`src/rtl/demux2x32_buf.sv`:
```
// demux2x32_buf: one-to-two word router with a small FIFO per destination.
//
// A single valid/ready input stream is steered to destination A (in_sel=0)
// or destination B (in_sel=1). Each destination owns an independent FIFO,
// so a stalled consumer on one side never blocks traffic to the other.
//
// Ports:
//   clk              rising-edge clock
//   clrn             asynchronous active-low reset (flushes both FIFOs)
//   in_valid/ready   input handshake; in_ready reflects the selected FIFO only
//   in_sel           0 -> A, 1 -> B
//   in_data          input word
//   a_valid/ready    A output handshake, a_data is the A FIFO head (0 if empty)
//   b_valid/ready    B output handshake, b_data is the B FIFO head (0 if empty)
//   a_count/b_count  FIFO occupancy, 0..DEPTH

// Single synchronous FIFO with registered, zero-gated head output.
module demux2x32_buf_fifo #(
    parameter int WIDTH = 32,
    parameter int DEPTH = 2,
    parameter int CW    = $clog2(DEPTH) + 1
) (
    input  logic             clk,
    input  logic             clrn,
    input  logic             push_i,   // already qualified against full_o
    input  logic [WIDTH-1:0] data_i,
    input  logic             ready_i,
    output logic             full_o,
    output logic             valid_o,
    output logic [WIDTH-1:0] data_o,
    output logic [CW-1:0]    count_o
);
    localparam int PW = $clog2(DEPTH);

    logic [WIDTH-1:0] mem_q [DEPTH];
    logic [PW-1:0]    wptr_q, wptr_d;
    logic [PW-1:0]    rptr_q, rptr_d;
    logic [CW-1:0]    cnt_q, cnt_d;
    logic             pop;

    assign full_o  = (cnt_q == CW'(DEPTH));
    assign valid_o = (cnt_q != '0);
    assign pop     = valid_o & ready_i;
    assign data_o  = valid_o ? mem_q[rptr_q] : '0;
    assign count_o = cnt_q;

    // Pointers are power-of-two wide, so natural overflow gives modulo-DEPTH wrap.
    always_comb begin
        wptr_d = wptr_q;
        rptr_d = rptr_q;
        cnt_d  = cnt_q;
        if (push_i) begin
            wptr_d = wptr_q + PW'(1);
        end
        if (pop) begin
            rptr_d = rptr_q + PW'(1);
        end
        case ({push_i, pop})
            2'b10:   cnt_d = cnt_q + CW'(1);
            2'b01:   cnt_d = cnt_q - CW'(1);
            default: cnt_d = cnt_q;
        endcase
    end

    always_ff @(posedge clk or negedge clrn) begin
        if (!clrn) begin
            wptr_q <= '0;
            rptr_q <= '0;
            cnt_q  <= '0;
            for (int unsigned i = 0; i < DEPTH; i++) begin
                mem_q[i] <= '0;
            end
        end else begin
            wptr_q <= wptr_d;
            rptr_q <= rptr_d;
            cnt_q  <= cnt_d;
            if (push_i) begin
                mem_q[wptr_q] <= data_i;
            end
        end
    end
endmodule

module demux2x32_buf #(
    parameter  int WIDTH = 32,
    parameter  int DEPTH = 2,
    localparam int CW    = $clog2(DEPTH) + 1
) (
    input  logic             clk,
    input  logic             clrn,
    input  logic             in_valid,
    output logic             in_ready,
    input  logic             in_sel,
    input  logic [WIDTH-1:0] in_data,
    output logic             a_valid,
    input  logic             a_ready,
    output logic [WIDTH-1:0] a_data,
    output logic             b_valid,
    input  logic             b_ready,
    output logic [WIDTH-1:0] b_data,
    output logic [CW-1:0]    a_count,
    output logic [CW-1:0]    b_count
);
    logic a_full;
    logic b_full;
    logic a_push;
    logic b_push;

    // Full blocks the push even when that FIFO pops in the same cycle.
    assign in_ready = in_sel ? ~b_full : ~a_full;
    assign a_push   = in_valid & ~in_sel & ~a_full;
    assign b_push   = in_valid &  in_sel & ~b_full;

    demux2x32_buf_fifo #(
        .WIDTH (WIDTH),
        .DEPTH (DEPTH),
        .CW    (CW)
    ) u_fifo_a (
        .clk     (clk),
        .clrn    (clrn),
        .push_i  (a_push),
        .data_i  (in_data),
        .ready_i (a_ready),
        .full_o  (a_full),
        .valid_o (a_valid),
        .data_o  (a_data),
        .count_o (a_count)
    );

    demux2x32_buf_fifo #(
        .WIDTH (WIDTH),
        .DEPTH (DEPTH),
        .CW    (CW)
    ) u_fifo_b (
        .clk     (clk),
        .clrn    (clrn),
        .push_i  (b_push),
        .data_i  (in_data),
        .ready_i (b_ready),
        .full_o  (b_full),
        .valid_o (b_valid),
        .data_o  (b_data),
        .count_o (b_count)
    );
endmodule

```
`config.mk`:
```
export PLATFORM = sky130hd
export DESIGN_NAME = demux2x32_buf
export DESIGN_NICKNAME = d
export VERILOG_FILES = /design/src/rtl/demux2x32_buf.sv
export SDC_FILE = /design/constraint.sdc
export NUM_CORES = 1
export LEC_CHECK = 0
export CORE_ASPECT_RATIO = 1.1
export CORE_MARGIN = 3
export CORE_UTILIZATION = 59
export CTS_BUF_LIST = sky130_fd_sc_hd__clkbuf_2 sky130_fd_sc_hd__clkbuf_4 sky130_fd_sc_hd__clkbuf_8
export DETAILED_ROUTE_END_ITERATION = 10
export PLACE_DENSITY = 0.93
export SLEW_MARGIN = 0
export SYNTH_ARGS = -nofsm -noshare
export SYNTH_HDL_FRONTEND = slang
export SYNTH_SLANG_ARGS = --single-unit
```
`constraint.sdc`:
```
create_clock -name clk -period 2.4 [get_ports clk]
set_clock_uncertainty 0.1 [all_clocks]
set_input_delay 0.72 -clock clk [delete_from_list [all_inputs] [get_ports clk]]
set_output_delay 0.72 -clock clk [all_outputs]
set_load 0.02 [all_outputs]
```
Fig. 1: clock wiring as the flow saved it
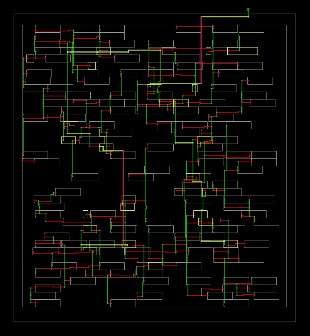
# clock sinks: 136
clock buf count: 25
total CTS buffers: 17
Flops: 136
clk pwr: 0.00181 W

Fig. 2: cell sizes after repair
Bar = 20 um.
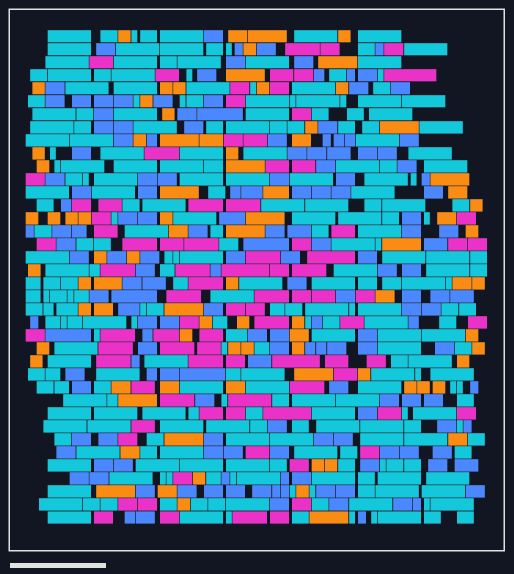
Key: orange = drive 3 to 4 [cells 85, share 14%]; cyan = drive 1 or less [cells 276, share 45%]; magenta = drive 6 and up [cells 88, share 14%]; blue = drive 2 [cells 169, share 27%]

Fig. 3: sequential cells grouped by signal name
Bar = 20 um.
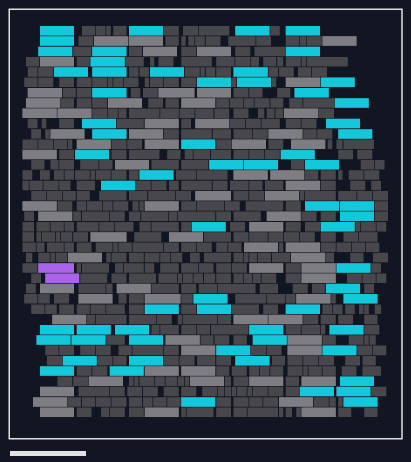
Key: purple = u_fifo_b.count_o [sequential cells 2]; cyan = u_fifo_a.mem_q [sequential cells 64, where widely spread]
Another 70 sequential cells are not colored.
Final Util: 0.8733
Seq. pwr: 0.00457 W

Fig. 4: signal wires by layer
Bar = 20 um.
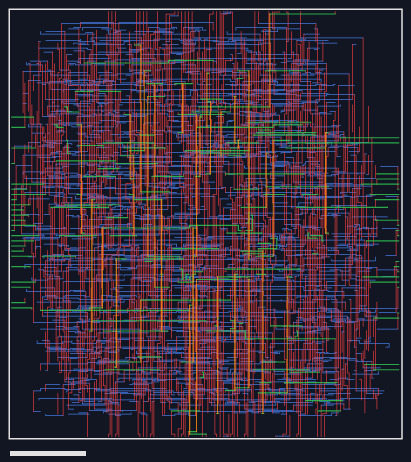
Key: red = met2 [wire length 10900 um]; green = met3 [wire length 1290 um]; orange = met4 [wire length 906 um]; blue = met1 [wire length 7610 um]
routed len/inst: 28.00 um
Vias: 4701
drt total wl: 20660 um
Total GRT Usage: 0.3396

Fig. 5: I/O nets highlighted
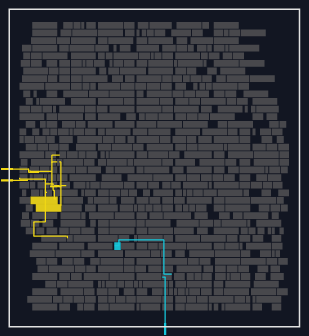
Key: cyan = a_ready [bits 1, direction input, end cells 1, buffers 1, wire 52.6 um]; yellow = b_count [bits 2, direction output, end cells 2, buffers 3, wire 122 um]
I/O Buffers: 108
num ports: 109

==> impl_metrics.py <==
# Auto-generated metrics
metrics = {
    "logic_synthesis": {
        "top_cell_area_share": 0.5550,
        "yosys_warnings": 0,
        "synthTopCellsByCount": "dfrtp_1, mux2_2, nor2_1, mux2i_1, buf_2",
        "synthFlopType": "dfrtp_1",
        "netlist_instances": 451,
        "largest_area_cell": "dfrtp_1",
        "ys_cells": 451,
        "synthMostInstantiatedCell": "dfrtp_1",
        "syn-cell-area_mm2": 0.006132,
        "yosysUniqueCellTypes": 28,
        "topCellsByArea": "dfrtp_1, mux2_2, mux2i_1",
        "edf_count": 0,
        "async_flop_share": 1.000,
        "syn_area_per_cell_um2": 13.60,
        "yosysSeqAreaShare": 0.5550,
    },
    "run_status": {
        "violations": "setup timing",
        "outcome": "finished, violations left",
    },
    "global_routing": {
        "antenna_found_initial": 0,
        "grt_pass1_wl_um": 28990,
        "grt_pass1_vias": 5088,
        "grt_max_degree": 65,
    },
    "sta": {
        "finalHoldViolations": 0,
        "max-slew-margin-rel": 0.5700,
        "fmax_mhz": 394.7,
        "drv_slew": 0,
        "setup_viol": 46,
        "fin_crit_ns": 2.534,
        "worst_slew_pin_slew_ns": 0.6450,
        "final_min_period_over_clock_period": 1.056,
        "setup_ws_ns": -0.1338,
    },
    "route": {
        "dr.pass1.iters": 5,
        "drt_iter0_drc": 319,
        "vias_per_cell": 6.370,
        "antenna_left": 0,
        "drc": 0,
    },
    "power": {
        "power_frac_clock": 0.117,
        "pwr-share-comb": 0.587,
        "power_w": 0.01546,
        "ir_worst_vdd_uv": 1181,
        "p_per_area_mw_per_mm2": 1773,
        "p_seq_frac": 0.296,
        "leakagePower_nw": 3.890,
        "p_sw_w": 0.006438,
    },
    "cts": {
        "clock_latency_ns": 0.43,
        "cts_root_buf": "clkbuf_8",
        "htreeDepth": 4,
        "max-clock-path-buffers": 2,
        "cts_tree": "built",
        "holdBufCountCts": 0,
        "cts.clk_slew.worst_paths_ns": 0.08,
    },
    "placed_design": {
        "dpl.cell_count": 677,
        "routabilityCongestion": 0.8032,
    },
    "floorplan": {
        "rows": 38,
        "core_area_mm2": 0.009985,
        "fp_util": 0.6142,
        "dieArea_mm2": 0.01165,
        "fp.dieH_um": 112.9,
        "die_x_um": 103.2,
        "taps": 120,
    },
    "run": {
        "max_cap_viol_count": 0,
        "warnings": 28,
    },
    "final_layout": {
        "antenna_cells": 0,
        "drive_gt1_frac": 0.5534,
        "nNonClkInverters": 2,
        "fillers": 379,
        "seq_area_mm2": 0.003410,
        "largest_class": "sequential cells",
        "fin_nets": 648,
        "stdcell_area_mm2": 0.008720,
        "comb_cells": 286,
        "num-nonclk-buffers": 165,
        "comb_area_frac": 0.3399,
        "area_delta_synth_final_pct": 42.20,
        "final_cells": 738,
        "clkCellAreaFrac": 0.04176,
    },
    "worst_setup_path": {
        "r2r_slack_ns": 0.30,
        "required_ns": 1.58,
        "critPathLaunchType": "flip-flop",
        "r2r_cells": 8,
        "worstPathArrival_ns": 1.71,
        "path_class": "flip-flop to primary output",
        "startpoint": "u_fifo_b.rptr_q$_DFFE_PN0P_",
        "worst_setup_path_end_kind": "primary output",
        "path_max_fanout": 5,
        "r2r-start": "u_fifo_a.count_o[0]$_DFFE_PN0P_",
        "reg2reg_to": "u_fifo_a.count_o[1]$_DFFE_PN0P_",
    },
}
==> layer usage <==
layer  track usage  share of wire
met1        0.4048           0.37
met2        0.5768           0.53
met3       0.07460          0.062
met4        0.1623          0.044
met5             0              0
==> placed cells by master, fill, tap and decap left out, drive strengths merged, types with 3 or more instances in the layout <==
cell,Yosys,layout
nor2,69,69
clkinv,0,3
mux2,128,128
clkbuf,10,28
mux2i,64,64
clkdlybuf4s50,0,36
dlygate4sd2,0,4
dfrtp,136,136
buf,17,122
xor2,4,4
xnor2,6,6
==> sequential cells by signal, indices dropped and copies added (netlist names) <==
signal / count
u_fifo_a.mem_q: 64
u_fifo_b.mem_q: 64
u_fifo_a.count_o: 2
u_fifo_b.count_o: 2
u_fifo_a.rptr_q: 1
u_fifo_a.wptr_q: 1
u_fifo_b.rptr_q: 1
u_fifo_b.wptr_q: 1
==> cells by family (layout without fill, tap and decap cells) <==
family                     count (synthesis)  after routing  synth area share
muxes                                    192            192            0.3401
xor gates and xnor gates                  10             10           0.01428
adders and majority gates                  2              2          0.004080
buffers and inverters                     29            196           0.02632
AOI/OAI and AO/OA                          1              1         0.0008154
and+or+nand+nor                           81             81           0.05937
DFF                                      136            136            0.5550
==> timing repair <==
| action | 4_1_cts | 5_1_grt |
|---|---|---|
| gates resized | 323 | 134 |
| setup buffers | 19 | 10 |
| cloned | 8 | 1 |
| endpoints found under the setup margin | 70 | 62 |
| pin swaps | 4 | 18 |
==> metrics by stage <==
| stage | setup TNS, ns | hold slack [ns] | worst slack (ns) | util |
|---|---|---|---|---|
| 3_3_place_gp | -3.042 | 0.3665 | -0.4226 | 0.7654 |
| 6_report | -2.807 | 0.1709 | -0.1338 | 0.8733 |
| 2_1_floorplan | 0 | 0.3244 | 0.3585 | - |
| 3_5_place_dp | -6.194 | 0.3866 | -0.4463 | 0.7654 |
| 4_1_cts | -1.023 | 0.1845 | -0.1475 | 0.8266 |
| 5_1_grt | -5.606 | 0.2037 | -0.1935 | 0.8733 |
==> worst max-delay path, cell delays in order, from the launching register on <==
cell and delay [ns]:
dfrtp_2 0.48, buf_6 0.17, buf_16 0.15, mux2i_4 0.18, nor2_2 0.16, buf_6 0.14
==> worst max-delay path by stage <==
stage,endpoint,slack (ns),depth (start not counted)
after floorplan,a_data[0],0.36,3
after global placement,in_ready,-0.42,4
after detailed placement,in_ready,-0.45,4
after CTS,b_data[4],-0.15,5
after global routing,a_data[8],-0.19,5
final,b_data[22],-0.13,5
==> power by group through the flow <==
| stage | clock network (W) | registers [W] | logic [W] |
|---|---|---|---|
| 3_3_place_gp | 0 | 0.00406 | 0.00690 |
| 4_1_cts | 0.00176 | 0.00423 | 0.00764 |
| 2_1_floorplan | 0 | 0.00398 | 0.00407 |
| 3_5_place_dp | 0 | 0.00420 | 0.00711 |
| 5_1_grt | 0.00191 | 0.00462 | 0.00944 |
| 6_report | 0.00181 | 0.00457 | 0.00908 |
Power is estimated from default activity; no workload was simulated.
